Design hazard_ctrl, sky130hd; sources not shown.
Figure 1. Where the registers sit.
The bar under the picture is 20 um long. Other sequential cells in the stronger grey, the rest of the logic in the fainter grey.
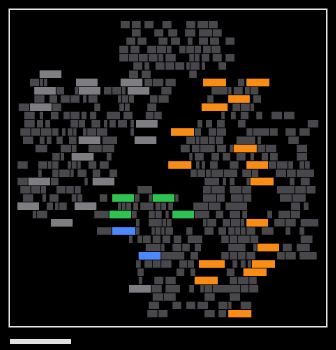
legend:
  state:
    colour: blue
    flops: 2
  wait_cnt:
    colour: green
    flops: 4
  StallCnt:
    colour: orange
    flops: 16
Util after Layout: 41.1%
sequential-cell power consumption: 0.943 mW
sequential cell area share: 20.0%
register area: 802 sq um

Figure 2. Layout detail.
The bar under the picture is 20 um long. Window x 27 to 77, y 48 to 98 um. Cells in grey, sequential cells in the stronger grey; small squares are vias.
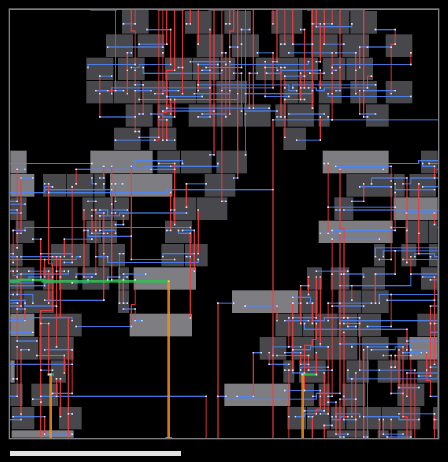
legend:
  met3:
    colour: green
  met4:
    colour: orange
  met1:
    colour: blue
  met2:
    colour: red
cells with their middle in the window: 132
most frequent: buf_4 (22), xor2_1 (17), dlygate4sd2_1 (13)
sequential cells in the window: 9

==> run summary <==
Reports from this run.

- The worst hold path was traced through 2 stages.
- The highest fanout seen on the critical path reads 3.
- The total tool warning count is 29.
- Once layout is done, the placed cells without fillers occupy 0.00400 sq mm.
- The flow ran to the end, and the final reports show no timing, DRC or antenna violations.
- The final number of setup-violating endpoints is 0.
- The instance area after placement reads 0.00370 sq mm.
- Summing every instance area after synthesis gives 0.00230 sq mm.
- The first global-routing pass estimated 11300 um of wire.
- The initial DRC count reads 69.
- For this run, the register share of the synthesized area comes to 33.9%.
- For this design, Yosys synthesis ends with a cell count of 278.
- The data arrival time at the worst-slack endpoint is 1.51 ns.
- Of the cells placed in the final design, the portion with a size suffix greater than 1 is 33.8%.
- The detailed-route DRC error count is 0.
- For this block, the via count after detailed routing is 2515.
- The worst clock skew on the final layout reads 0.00676 ns.
- The clock tree from TritonCTS reads built.
- The final max-slew violation count recorded for this run is 0.
- The count of nets left with antenna violations after detail routing reads 0.
- The worst-case headroom to the max-slew limit reads 74.1%.
- The half-perimeter wire length after detailed placement is 5210 um.
- The script extracted a total leakage power of 1.64 nW.
- The number of filler cells placed in the layout is 994.
- The part of the cycle the worst path needs is 98.8%.
- The clock latency of the later-clocked register in the worst-skew pair is 0.29 ns.
- STA on the placed design reports a worst setup slack of -0.653 ns.
- The number of clock buffers added by TritonCTS is 5.
- The number of maximum-capacitance violations reads 0.
- Dividing the detail-routed wire length by the instance count gives 12.5 um.
- The average size of a mapped cell is 8.29 sq um.
- Summing the areas of all and, or, nand and nor instances in the mapped netlist gives 31.5% of the synthesized area.
- The top cell type by area accounts for 33.9% of the synthesized area.
- The tally of buffers added on design ports reads 83.
- The cell at the root of the clock tree is clkbuf_8.
- The most instantiated flip-flop cell in the synthesis netlist reads dfxtp_1.
- The number of antenna violations at the first check in global routing was 0.
- Summing all multi-input logic gate instances after layout gives 0.00164 sq mm.
-- Yosys cell counts, drive strengths merged, types with 6 or more instances --
cell and instances:
dfxtp 39, nand4 11, nand3 19, a21oi 18
xnor2 14, nor3 12, a211oi 8, nand2 15
nand2b 7, buf 7, xor2 30, and3 9
nor2 38, and4 6
-- layout make-up --
| cell class | instances | share of cell area (%) |
|---|---|---|
| clock buffer | 8 | 2.50 |
| inverter | 4 | 0.375 |
| multi-input combinational | 225 | 41.1 |
| sequential | 39 | 20.0 |
| tap | 133 | 4.16 |
| timing repair buffer | 150 | 31.9 |
-- layer usage --
| layer | track usage (%) | up-vias | part of all wire, % |
|---|---|---|---|
| met5 | 0 | - | 0 |
| met4 | 2.90 | 0 | 0.93 |
| met3 | 3.20 | 10 | 5.1 |
| met2 | 22.6 | 64 | 49 |
| met1 | 14.7 | 1160 | 45 |
| li1 | - | 1281 | - |
-- power breakdown --
part           internal, mW  switching, mW  leakage, nW  total (mW)
combinational         0.229          0.181         1.26       0.409
clock                 0.371          0.332       0.0515       0.703
sequential            0.929         0.0141        0.322       0.943
-- layout by cell type (no fill, tap or decap), types with 8 or more instances in the layout --
cell type,n
nand3_1,16
xnor2_1,14
nor2_1,36
nand2_1,15
dfxtp_2,11
dfxtp_1,26
buf_4,63
nor3_1,10
and3_1,8
clkdlybuf4s50_1,39
dlygate4sd2_1,25
nand4_1,11
xor2_1,26
a21oi_1,12
-- cell families (layout without fill, tap and decap cells) --
logic type      count (synthesis)  count (layout)
compound gates                 39              39
fa+ha+maj                       4               4
flops                          39              39
buf+inv                        14             162
simple gates                  135             135
mux                             3               3
xor+xnor                       44              44
-- timing repair --
item	CTS	global route
setup endpoints to repair	38	24
setup buffers	8	2
pin swaps	20	21
gates cloned	0	0
gates resized	81	48
-- worst max-delay path: stages --
cell           delay, ns
dlygate4sd2_1       0.23
or3_4               0.34
o311a_4             0.37
or2_4               0.28
buf_6               0.12
Power is estimated from default activity; no workload was simulated.
